$ cat src/rtl/load_store_unit_if.sv
// load_store_unit_if: execute-side request/response handshake
// between the execute stage (master) and the load/store unit (slave).
interface load_store_unit_if;
  logic        req_valid;
  logic        req_ready;
  logic        req_we;
  logic [2:0]  req_funct3;
  logic [31:0] req_addr;
  logic [31:0] req_wdata;
  logic        resp_valid;
  logic [31:0] resp_rdata;
  logic        resp_err;

  modport master (
    output req_valid,
    output req_we,
    output req_funct3,
    output req_addr,
    output req_wdata,
    input  req_ready,
    input  resp_valid,
    input  resp_rdata,
    input  resp_err
  );

  modport slave (
    input  req_valid,
    input  req_we,
    input  req_funct3,
    input  req_addr,
    input  req_wdata,
    output req_ready,
    output resp_valid,
    output resp_rdata,
    output resp_err
  );
endinterface

$ cat src/rtl/load_store_unit.sv
// load_store_unit: RV32I loads/stores onto a big-endian word memory.
// Define LSU_MISALIGN_TRAP_EN to report misaligned half/word accesses.
module load_store_unit #(
  parameter int unsigned DEPTH = 512
) (
  input  logic               clk,
  input  logic               rst,
  load_store_unit_if.slave   lsu,
  output logic               mem_en,
  output logic               mem_wen,
  output logic [31:0]        mem_addr,
  output logic [31:0]        mem_wdata,
  input  logic [31:0]        mem_rdata
);

  typedef enum logic [2:0] {
    IDLE,
    RD,
    MERGE,
    WR,
    RESP
  } state_t;

  state_t state_q;
  state_t state_d;

  logic        we_q;
  logic [2:0]  f3_q;
  logic [31:0] addr_q;
  logic [31:0] wdata_q;
  logic        err_q;
  logic [31:0] dat_q;

  logic        accept;
  logic [2:0]  size;
  logic        f3_ok;
  logic [32:0] end_addr;
  logic        range_err;
  logic        misal;
  logic        acc_err;
  logic        is_sw;
  logic [31:0] loaded;
  logic [31:0] merged;

  // Request decode, evaluated only at the accept edge.
  always_comb begin
    size  = 3'd4;
    f3_ok = 1'b1;
    unique case (lsu.req_funct3)
      3'b000: size = 3'd1;
      3'b001: size = 3'd2;
      3'b010: size = 3'd4;
      3'b100: begin
        size  = 3'd1;
        f3_ok = !lsu.req_we;
      end
      3'b101: begin
        size  = 3'd2;
        f3_ok = !lsu.req_we;
      end
      default: f3_ok = 1'b0;
    endcase
  end

  assign end_addr  = {1'b0, lsu.req_addr}
                   + {30'd0, size};
  assign range_err = end_addr > 33'(DEPTH);

`ifdef LSU_MISALIGN_TRAP_EN
  assign misal = ((size == 3'd2) && lsu.req_addr[0])
              || ((size == 3'd4)
                  && (lsu.req_addr[1:0] != 2'b00));
`else
  assign misal = 1'b0;
`endif

  assign acc_err = !f3_ok || range_err || misal;
  assign accept  = lsu.req_valid && (state_q == IDLE);
  assign is_sw   = lsu.req_we
                && (lsu.req_funct3 == 3'b010);

  // Byte at the lowest address sits in bits [31:24].
  always_comb begin
    loaded = mem_rdata;
    unique case (1'b1)
      (f3_q[1:0] == 2'b00):
        loaded = {{24{mem_rdata[31] & ~f3_q[2]}},
                  mem_rdata[31:24]};
      (f3_q[1:0] == 2'b01):
        loaded = {{16{mem_rdata[31] & ~f3_q[2]}},
                  mem_rdata[31:16]};
      default: loaded = mem_rdata;
    endcase
  end

  assign merged = (f3_q[1:0] == 2'b00)
                ? {wdata_q[7:0], mem_rdata[23:0]}
                : {wdata_q[15:0], mem_rdata[15:0]};

  always_ff @(posedge clk) begin
    if (rst) begin
      state_q <= IDLE;
    end else begin
      state_q <= state_d;
    end
  end

  always_comb begin
    state_d         = state_q;
    lsu.req_ready   = 1'b0;
    lsu.resp_valid  = 1'b0;
    lsu.resp_rdata  = '0;
    lsu.resp_err    = 1'b0;
    mem_en          = 1'b0;
    mem_wen         = 1'b0;
    mem_addr        = '0;
    mem_wdata       = '0;
    unique case (state_q)
      IDLE: begin
        lsu.req_ready = 1'b1;
        if (lsu.req_valid) begin
          unique case (1'b1)
            acc_err: state_d = RESP;
            is_sw:   state_d = WR;
            default: state_d = RD;
          endcase
        end
      end
      RD: begin
        mem_en   = 1'b1;
        mem_addr = addr_q;
        state_d  = MERGE;
      end
      MERGE: begin
        state_d = we_q ? WR : RESP;
      end
      WR: begin
        mem_wen   = 1'b1;
        mem_addr  = addr_q;
        mem_wdata = (f3_q == 3'b010) ? wdata_q
                                     : dat_q;
        state_d   = RESP;
      end
      RESP: begin
        lsu.resp_valid = 1'b1;
        lsu.resp_err   = err_q;
        lsu.resp_rdata = (we_q || err_q) ? '0
                                         : dat_q;
        state_d        = IDLE;
      end
      default: state_d = IDLE;
    endcase
  end

  // dat_q holds the load result or the merged store word.
  always_ff @(posedge clk) begin
    if (rst) begin
      we_q    <= 1'b0;
      f3_q    <= 3'd0;
      addr_q  <= '0;
      wdata_q <= '0;
      err_q   <= 1'b0;
      dat_q   <= '0;
    end else begin
      if (accept) begin
        we_q    <= lsu.req_we;
        f3_q    <= lsu.req_funct3;
        addr_q  <= lsu.req_addr;
        wdata_q <= lsu.req_wdata;
        err_q   <= acc_err;
        dat_q   <= '0;
      end
      if (state_q == MERGE) begin
        dat_q <= we_q ? merged : loaded;
      end
    end
  end

endmodule

$ cat src/flat_wrapper.sv
// flat-port wrapper written by rule: the top's interface ports become plain ports
module load_store_unit_flat 
#(
  parameter int unsigned DEPTH = 512
)
  (clk, rst, mem_en, mem_wen, mem_addr, mem_wdata, mem_rdata, lsu_req_valid, lsu_req_we, lsu_req_funct3, lsu_req_addr, lsu_req_wdata, lsu_req_ready, lsu_resp_valid, lsu_resp_rdata, lsu_resp_err);
  load_store_unit_if lsu_i ();
  input  logic clk;
  input  logic rst;
  output logic mem_en;
  output logic mem_wen;
  output logic [31:0] mem_addr;
  output logic [31:0] mem_wdata;
  input  logic [31:0] mem_rdata;
  input wire logic [$bits(lsu_i.req_valid)-1:0] lsu_req_valid;
  input wire logic [$bits(lsu_i.req_we)-1:0] lsu_req_we;
  input wire logic [$bits(lsu_i.req_funct3)-1:0] lsu_req_funct3;
  input wire logic [$bits(lsu_i.req_addr)-1:0] lsu_req_addr;
  input wire logic [$bits(lsu_i.req_wdata)-1:0] lsu_req_wdata;
  output wire logic [$bits(lsu_i.req_ready)-1:0] lsu_req_ready;
  output wire logic [$bits(lsu_i.resp_valid)-1:0] lsu_resp_valid;
  output wire logic [$bits(lsu_i.resp_rdata)-1:0] lsu_resp_rdata;
  output wire logic [$bits(lsu_i.resp_err)-1:0] lsu_resp_err;
  assign lsu_i.req_valid = lsu_req_valid;
  assign lsu_i.req_we = lsu_req_we;
  assign lsu_i.req_funct3 = lsu_req_funct3;
  assign lsu_i.req_addr = lsu_req_addr;
  assign lsu_i.req_wdata = lsu_req_wdata;
  assign lsu_req_ready = lsu_i.req_ready;
  assign lsu_resp_valid = lsu_i.resp_valid;
  assign lsu_resp_rdata = lsu_i.resp_rdata;
  assign lsu_resp_err = lsu_i.resp_err;
  load_store_unit #(.DEPTH(DEPTH)) u_core (.clk(clk), .rst(rst), .lsu(lsu_i), .mem_en(mem_en), .mem_wen(mem_wen), .mem_addr(mem_addr), .mem_wdata(mem_wdata), .mem_rdata(mem_rdata));
endmodule
$ cat config.mk
export PLATFORM = sky130hd
export DESIGN_NAME = load_store_unit_flat
export DESIGN_NICKNAME = d
export VERILOG_FILES = /design/src/rtl/load_store_unit_if.sv /design/src/rtl/load_store_unit.sv /design/src/flat_wrapper.sv
export SDC_FILE = /design/constraint.sdc
export NUM_CORES = 1
export LEC_CHECK = 0
export ABC_AREA = 1
export CORE_ASPECT_RATIO = 2
export CORE_UTILIZATION = 51
export CTS_CLUSTER_DIAMETER = 30
export DETAILED_ROUTE_END_ITERATION = 8
export MAX_ROUTING_LAYER = met4
export PLACE_DENSITY = 0.86
export RECOVER_POWER = 50
export SLEW_MARGIN = 20
export SYNTH_ARGS = -nofsm -noshare
export SYNTH_HDL_FRONTEND = slang
export SYNTH_SLANG_ARGS = --single-unit
$ cat constraint.sdc
create_clock -name clk -period 3.8 [get_ports clk]
set_input_delay 0.38 -clock clk [delete_from_list [all_inputs] [get_ports clk]]
set_output_delay 0.38 -clock clk [all_outputs]
set_load 0.05 [all_outputs]
==> run notes, run 1 <==
From the run reports.

- The number of H-tree levels is 3.
- dfxtp_1 takes more of the synthesized area than any other cell.
- The origin of the worst min-delay path reads u_core.addr_q[1].
- Summed over all routing layers, the global router reports a total usage of 39.10%.
- The warning count from the yosys run reads 0.
- The hold-critical path endpoint reads u_core.addr_q[1].
- The tightest min-delay check is of the register to register type.
- The number of pins with negative max-slew slack in the final report reads 0.
- The post-route core utilization is 71.77%.
- In the hold timing report, the worst path depth is 2.
- The synthesized chip area reported by yosys is 6462 um^2.
- Yosys attributes the largest share of cell area to dfxtp_1, nand2_1, o21ai_0.
- The detail route stage leaves a number of antenna-violating nets equal to 0.
- The main flop type after synthesis reads dfxtp_1.
- In this run the deepest clock path goes through 2 buffers.
- The width of the die reads 81.60 um.
- The standard cell area after detailed placement reads 8879 um^2.
- The total via count after detailed routing is 7764.
- Setup violations remaining at the end of the flow were counted as 0.
- Per the timing report, the achievable frequency comes out to 0.2817 GHz.
- Dividing the synthesized area by the synthesized cell count gives 6.074 um^2.
- Per the GRT congestion report, total overflow comes to 0.
- For the worst reg-to-reg path, the endpoint reported by OpenROAD is u_core.addr_q[21].
- The row count is 57.
- Max-cap violations in this run came to 0.
- The net count after synthesis is 1171.
- The timing report gives the clock slew at the launch and capture registers of the worst setup and hold paths as 0.07 ns.
- In this run, distinct cell masters in the synthesized netlist total 38.
- The number of sinks on the clock net reads 104.
- The maximum ir drop on the vdd rail is 0.0002155 V.
- The number of buffers inserted by hold repair at cts is 0.
- The type of the worst setup path reads register to output pin.
- TritonRoute output was used to compute an average wire per cell of 17.65 um.
- The remaining routing DRC violations is 0.
- The via count of the first global-routing pass came to 7479.
- The setup skew after layout is 0.008644 ns.
- Per the slew report, the remaining headroom to the max-slew limit stands at 0.6959%.
- The actual slew at the worst max-slew pin reads 1.490 ns.
- The post-synthesis register bit count reads 104.
- TritonCTS built the clock tree.
- The arrival time at the worst endpoint is 3.17 ns.
- The largest net degree at the start of global routing is 54.
- The run finished with clean final reports.
- In this run the worst path has a maximum fanout of 34.
- The first TritonRoute pass finished after 6 iterations.
- The number of warning messages in the logs reads 26.
- The chip occupies 13150 um^2.
- The fraction of registers with async set or reset after synthesis is 0%.
- For the finished layout, the period the worst path requires is 3.550 ns.
- The static leakage power reads 3.879 nW.
==> run 1: how the worst max path moves through the flow <==
stage / cells after the start / slack [ns] / end
after floorplan: 6 / 0.69 / lsu_resp_rdata[22]
after global placement: 15 / 0.85 / u_core.err_q
after detailed placement: 15 / 0.77 / u_core.err_q
after CTS: 6 / 0.56 / lsu_resp_rdata[16]
after global routing: 8 / 0.08 / mem_wdata[24]
final: 8 / 0.25 / mem_wdata[16]
==> run 1: synthesized netlist by cell type, drive strengths merged (9+ instances only) <==
library cell and number:
nand3 30, nor2 160, o22ai 9, buf 12, inv 165, o21ai 124, nor3 39, nand2 208
o211ai 15, dfxtp 104, a21oi 105, clkbuf 42
==> run 1: placed cells by master (no fill, tap or decap), types with 13 or more instances in the layout <==
cell type and instances:
dlymetal6s2s_1 13, clkdlybuf4s50_1 149, a21oi_1 105, nor2_1 147, o21ai_0 123, inv_1 164, o211ai_1 15, dlygate4sd3_1 21
nand2_1 201, nand3_1 27, dfxtp_1 104, clkbuf_1 17, nor3_1 39
==> run 1: layer usage <==
metal	share of wire (%)	GRT usage (%)	vias up
li1	-	-	3775
met2	54	68.86	392
met1	32	34.95	3460
met3	6.0	7.458	137
met4	7.5	30.46	0
met5	0	-	-
==> run 1: report_power, final <==
part / internal, mW / switching, mW / total, mW
registers: 1.16 / 0.0394 / 1.20
logic: 0.203 / 0.350 / 0.553
clock network: 0.538 / 0.453 / 0.991
==> run 1: worst max-delay path, cell delays in order, from the launching register on <==
cell and delay, ns:
dfxtp_1 0.37, inv_1 0.05, nor2_1 0.09, clkinv_1 0.12
nor2_2 0.09, clkbuf_1 1.08, o21ai_0 0.28, a21oi_1 0.19
clkbuf_1 0.53
==> run 1: sequential cells by signal, indices dropped and copies added (netlist names) <==
name            count
u_core.state_q      3
u_core.dat_q       32
u_core.err_q        1
u_core.we_q         1
u_core.wdata_q     32
u_core.addr_q      32
u_core.f3_q         3
==> run 1: logic make-up after synthesis <==
kind of cell             synth area share, %
buffers and inverters                  13.11
XOR/XNOR                              0.4067
flip-flops                             32.22
adder cells (fa/ha/maj)               0.8907
AND-OR/OR-AND                          23.00
AND/OR/NAND/NOR                        30.38
==> run 1: metrics by stage <==
step           std cells  hold slack [ns]  setup WS, ns  power, mW
2_1_floorplan       1064           0.4300        0.6934      1.522
3_3_place_gp        1371           0.4405        0.8499      1.755
3_5_place_dp        1371           0.4464        0.7733      1.764
4_1_cts             1387           0.4579        0.5561      2.740
5_1_grt             1387           0.4865       0.07680      2.857
6_report            1387           0.4543        0.2503      2.741
==> run 1: timing repair <==
action | 4_1_cts | 5_1_grt
resized | 0 | 1
setup endpoints to repair | 0 | 16
setup buffers | 0 | 0
==> run 1: area by class of cell <==
type | count | area, um^2
Inverter | 169 | 638.1
Tap cell | 147 | 183.9
Clock buffer | 10 | 239.0
Sequential cell | 104 | 2082
Clock inverter | 6 | 73.82
Timing Repair Buffer | 214 | 2051
Multi-Input combinational cell | 737 | 3536
Fill cell | 1109 | 3463
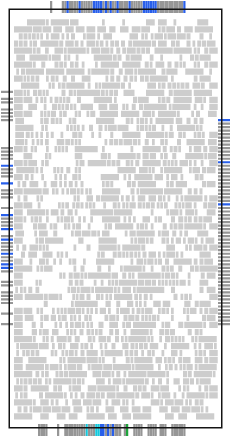
**Above:** run 1 (I/O pins on the die edge).
Pins as bars across the die edge, other pins in grey.
| colour | port | pins | direction | edge |
|---|---|---|---|---|
| cyan | lsu_req_funct3 | 3 | input | bottom |
| green | lsu_resp_err | 1 | output | bottom |
| blue | lsu_req_wdata | 32 | input | 17 top, 8 left, 4 bottom, 3 right |
all pins by edge: 59 right, 53 top, 48 bottom, 44 left

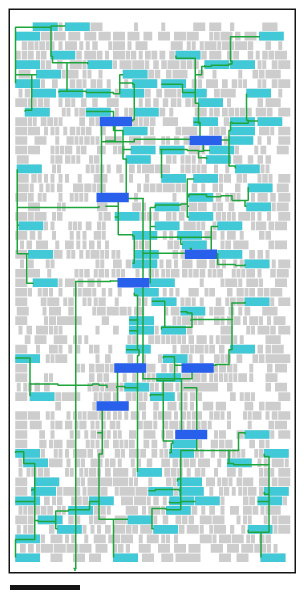
**Above:** run 1 (clock wires, drivers and flops).
Scale bar: 20 um.
[green] clock wires | length: 1340 um
[cyan] flip-flops | count: 104
[blue] clock drivers | count: 9
routed clock nets: 10
flops lie: widely spread

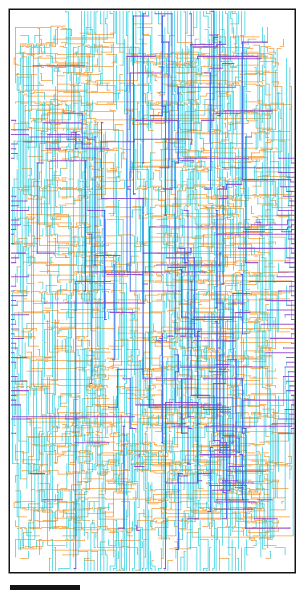
**Above:** run 1 (wiring by layer).
Scale bar: 20 um.
| colour | layer | wire length |
|---|---|---|
| orange | metal 1 | 7860 um |
| blue | metal 4 | 1840 um |
| purple | metal 3 | 1470 um |
| cyan | metal 2 | 13300 um |

==> run 2, diff against run 1 <==
--- a/config.mk
+++ b/config.mk
@@ -17,3 +17,4 @@
 export SYNTH_ARGS = -nofsm -noshare
 export SYNTH_HDL_FRONTEND = slang
 export SYNTH_SLANG_ARGS = --single-unit
+export TNS_END_PERCENT = 100
==> run notes, run 2 <==
From the run reports.

- The total placed cells including tap cells is 1371 (unchanged).
- The dominant cell type by count on the critical path is clkbuf_1 (unchanged).
- The synthesized chip area reported by yosys reads 6462 um^2 (unchanged).
- The number of warning messages in the logs is 26 (unchanged).
- The deepest clock path buffer count is 2 (unchanged).
- Commonest cells after routing, fill and taps aside: nand2_1, inv_1, clkdlybuf4s50_1 (unchanged).
- The count of final setup violators was 0 (unchanged).
- The fraction of registers with async set or reset after synthesis reads 0% (unchanged).
- The reg-to-reg critical path endpoint is u_core.addr_q[21] (unchanged).
- The total global routing overflow reads 0 (unchanged).
- The post-synthesis cell type with the largest combined area is dfxtp_1 (unchanged).
- The actual slew at the worst max-slew pin reads 1.490 ns (unchanged).
- The tightest hold margin is 0.4543 ns (unchanged).
- The number of max-capacitance violations reported reads 0 (unchanged).
- Status: completed (unchanged).
- The largest fanout of any net on the critical path is 34 (unchanged).
- The mean post-synth cell area is 6.074 um^2 (unchanged).
- The origin of the worst min-delay path is u_core.addr_q[1] (unchanged).
- The post-CTS repair timing setup buffer count is 0 (unchanged).
- The number of buffers inserted by hold repair at cts reads 0 (unchanged).
- Top cells by instance count after synthesis: nand2_1, inv_1, nor2_1 (unchanged).
- The setup skew after layout is 0.008644 ns (unchanged).
- The residual antenna-violating net count after detailed routing is 0 (unchanged).
- The floorplan die area is 13150 um^2 (unchanged).
- The total via count after detailed routing is 7764 (unchanged).
- The post-cts repair resize count is 0 (unchanged).
- The detailed-routing iteration count for the pre-antenna-repair pass is 6 (unchanged).
- The post-synthesis register bit count is 104 (unchanged).
- Leading registers by flop count: u_core.addr_q x32, u_core.dat_q x32, u_core.wdata_q x32 (unchanged).
- The number of unique standard cell types used by synthesis reads 38 (unchanged).
- The static leakage power is 3.879 nW (unchanged).
- The net count after synthesis is 1171 (unchanged).
- The total chip power was 2.741 mW (unchanged).
- The cell with the most instances after synthesis is nand2_1 (unchanged).
- The clock slew seen by the registers of the worst setup and hold paths is 0.07 ns (about the same).
- The maximum ir drop on the vdd rail is 0.0002155 V (unchanged).
- The worst hold-check path type is register to register (unchanged).
- The largest net degree at the start of global routing reads 54 (unchanged).
run 2: cell counts in the layout (fill, tap and decap cells not counted):
Identical to the previous run, type by type.
run 2: routing by layer:
layer  wire (um)  GRT usage (%)
met5           0              -
met2       13320          68.86
met3        1469          7.458
met4        1838          30.46
met1        7858          34.95
run 2: worst max path at each step:
stage	to	slack (ns)	cells past startpoint
4_1_cts	lsu_resp_rdata[16]	0.56	6
2_1_floorplan	lsu_resp_rdata[22]	0.69	6
6_report	mem_wdata[16]	0.25	8
5_1_grt	mem_wdata[24]	0.08	8
3_3_place_gp	u_core.err_q	0.85	15
3_5_place_dp	u_core.err_q	0.77	15
run 2: metrics by stage:
| stage | setup slack (ns) | instance area (um^2) | util, % |
|---|---|---|---|
| floorplan | 0.6934 | 6462 | - |
| global placement | 0.8499 | 8879 | 72.38 |
| detailed placement | 0.7733 | 8879 | 72.38 |
| CTS | 0.5561 | 9191 | 74.93 |
| global route | 0.07680 | 8803 | 71.77 |
| finish | 0.2503 | 8803 | 71.77 |
run 2: cell type report:
class | instances | area (um^2)
sequential | 104 | 2082
clock buffer | 10 | 239.0
inverter | 169 | 638.1
timing repair buffer | 214 | 2051
multi-input combinational | 737 | 3536
tap | 147 | 183.9
fill | 1109 | 3463
clock inverter | 6 | 73.82
run 2: kinds of logic (layout without fill, tap and decap cells):
logic type / count (synthesis) / after routing / synth area share [%]
compound gates: 273 / 273 / 23.00
xor+xnor: 3 / 3 / 0.4067
fa+ha+maj: 4 / 4 / 0.8907
buf+inv: 223 / 399 / 13.11
flops: 104 / 104 / 32.22
simple gates: 457 / 457 / 30.38
run 2: worst max-delay path, delay by kind of cell, from the launching register on:
kind,cells,cell delay (ns)
buffers and inverters,4,1.78
AOI/OAI and AO/OA,2,0.47
DFF,1,0.37
and+or+nand+nor,2,0.18
run 2: where the power goes:
part	leakage (nW)	switching (mW)	total [mW]	internal, mW
Clock	0.147	0.453	0.991	0.538
Combinational	2.88	0.350	0.553	0.203
Sequential	0.855	0.0394	1.20	1.16
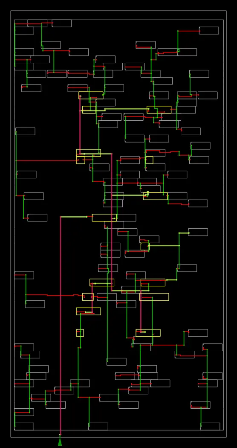
**Above:** run 2 (the clock network).
number of buffers created by CTS: 9
number of clock-tree buffers in the layout: 10
latest clock arrival within the worst-skew pair: 0.35 ns
clock sink count: 104

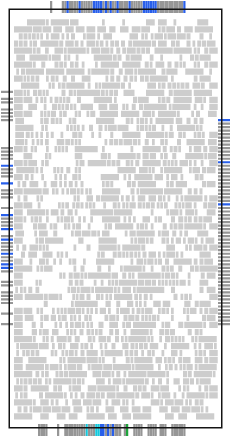
**Above:** run 2 (I/O pins on the die edge).
Pins as bars across the die edge, other pins in grey.
| colour | port | pins | direction | edge |
|---|---|---|---|---|
| cyan | lsu_req_funct3 | 3 | input | bottom |
| green | lsu_resp_err | 1 | output | bottom |
| blue | lsu_req_wdata | 32 | input | 17 top, 8 left, 4 bottom, 3 right |
all pins by edge: 59 right, 53 top, 48 bottom, 44 left

==> run 3, diff against run 2 <==
--- a/config.mk
+++ b/config.mk
@@ -13,7 +13,7 @@
 export MAX_ROUTING_LAYER = met4
 export PLACE_DENSITY = 0.86
 export RECOVER_POWER = 50
-export SLEW_MARGIN = 20
+export SLEW_MARGIN = 15
 export SYNTH_ARGS = -nofsm -noshare
 export SYNTH_HDL_FRONTEND = slang
 export SYNTH_SLANG_ARGS = --single-unit
==> run notes, run 3 <==
From the run reports.

- The residual antenna-violating net count after detailed routing reads 0 (unchanged).
- The number of max-capacitance violations reported reads 0 (unchanged).
- The main flop type after synthesis reads dfxtp_1 (unchanged).
- The total global routing overflow is 0 (unchanged).
- The type of the worst setup path is register to output pin (unchanged).
- The net switching power of the design reads 837.3 uW (was 841.5 uW).
- The number of buffers inserted by hold repair at cts reads 0 (unchanged).
- The total via count after detailed routing was 7787 (was 7764).
- The hold-critical path endpoint reads u_core.addr_q[1] (unchanged).
- The number of H-tree levels is 3 (unchanged).
- The peak clock frequency supported by timing is 0.2860 GHz (was 0.2817 GHz).
- The static leakage power is 3.799 nW (was 3.879 nW).
- The maximum ir drop on the vdd rail reads 0.0002142 V (was 0.0002155 V).
- The global router's overall resource usage reads 39.10% (unchanged).
- The CTS tree is yes (unchanged).
- The fraction of power spent switching nets reads 30.60% (was 30.71%).
- The deepest clock path buffer count reads 2 (unchanged).
- The post-cts repair resize count is 0 (unchanged).
- The clock latency reported for the late side of the worst-skew pair reads 0.35 ns (about the same).
- The standard cell area after detailed placement reads 8879 um^2 (unchanged).
- The number of unique standard cell types used by synthesis is 38 (unchanged).
- The mean post-synth cell area was 6.074 um^2 (unchanged).
- Status: completed (unchanged).
- The cell area after layout reads 9100 um^2 (was 8803 um^2).
- The combinational share of power was 20.2% (about the same).
- The floorplan die area reads 13150 um^2 (unchanged).
- The largest fanout of any net on the critical path reads 34 (unchanged).
- The post-CTS repair timing setup buffer count reads 0 (unchanged).
- The clock slew seen by the registers of the worst setup and hold paths came to 0.07 ns (about the same).
- The remaining routing DRC violations is 0 (unchanged).
- The number of sinks on the clock net was 104 (unchanged).
- Commonest cells after routing, fill and taps aside: nand2_1, inv_1, clkdlybuf4s50_1 (unchanged).
- The number of warning messages in the logs reads 26 (unchanged).
==> run 3: metrics by stage <==
step | util (%) | setup slack, ns | hold WS [ns] | power, mW
2_1_floorplan | - | 0.6934 | 0.4300 | 1.522
3_3_place_gp | 72.38 | 0.8499 | 0.4405 | 1.755
3_5_place_dp | 72.38 | 0.7733 | 0.4464 | 1.764
4_1_cts | 74.93 | 0.5561 | 0.4579 | 2.740
5_1_grt | 74.18 | 0.1664 | 0.4865 | 2.856
6_report | 74.18 | 0.3029 | 0.4543 | 2.736
==> run 3: power groups by stage <==
stage               logic [mW]  clock network [mW]  registers (mW)
floorplan                0.316                   0            1.21
global placement         0.536                   0            1.22
detailed placement       0.543                   0            1.22
CTS                      0.546               0.998            1.20
global route             0.602                1.05            1.20
finish                   0.552               0.987            1.20
==> run 3: critical path, cell delays in order (launching register included) <==
cell and delay, ns:
dfxtp_1 0.36, inv_1 0.05, nor2_1 0.09, clkinv_1 0.12, nor2_2 0.09, clkbuf_1 1.08, o21ai_0 0.28, a21oi_1 0.20
clkbuf_1 0.48
==> run 3: worst max path at each step <==
stage,start,depth (start not counted),to,slack (ns)
after CTS,u_core.state_q[0],6,lsu_resp_rdata[16],0.56
after detailed placement,lsu_req_funct3[1],15,u_core.err_q,0.77
final,u_core.state_q[0],8,mem_wdata[18],0.30
after global placement,lsu_req_funct3[1],15,u_core.err_q,0.85
after global routing,u_core.state_q[0],8,mem_wdata[18],0.17
after floorplan,u_core.state_q[0],6,lsu_resp_rdata[22],0.69
==> run 3: final cells by class <==
| class | count | area [um^2] | area share, % |
|---|---|---|---|
| tap | 147 | 183.9 | 2.021 |
| sequential | 104 | 2082 | 22.88 |
| clock buffer | 10 | 239.0 | 2.626 |
| timing repair buffer | 214 | 2351 | 25.84 |
| inverter | 169 | 634.4 | 6.971 |
| clock inverter | 6 | 73.82 | 0.8112 |
| multi-input combinational | 737 | 3536 | 38.86 |
==> run 3: cell families after synthesis <==
family	after synthesis	share of synthesized area, %
XOR/XNOR	3	0.4067
flip-flops	104	32.22
AND-OR/OR-AND	273	23.00
AND/OR/NAND/NOR	457	30.38
adder cells (fa/ha/maj)	4	0.8907
buffers and inverters	223	13.11
==> run 3: metal layers <==
metal  vias up  routed length [um]  GRT usage, %
li1       3776                   -             -
met1      3520                7920         34.95
met2       364               13220         68.86
met3       127                1332         7.458
met4         0                1859         30.46
met5         -                   0             -
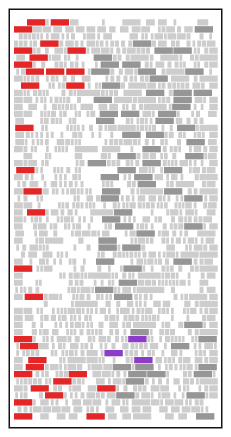
**Above:** run 3 (where the registers sit).
| colour | name in the netlist | sequential cells |
|---|---|---|
| red | u_core.addr_q | 32 |
| purple | u_core.f3_q | 3 |
not coloured: 69

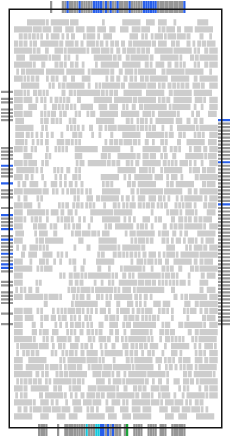
**Above:** run 3 (I/O pins on the die edge).
Pins as bars across the die edge, other pins in grey.
| colour | port | pins | direction | edge |
|---|---|---|---|---|
| cyan | lsu_req_funct3 | 3 | input | bottom |
| green | lsu_resp_err | 1 | output | bottom |
| blue | lsu_req_wdata | 32 | input | 17 top, 8 left, 4 bottom, 3 right |
all pins by edge: 59 right, 53 top, 48 bottom, 44 left

No activity file was given, so power comes from the tool's default toggle rates.
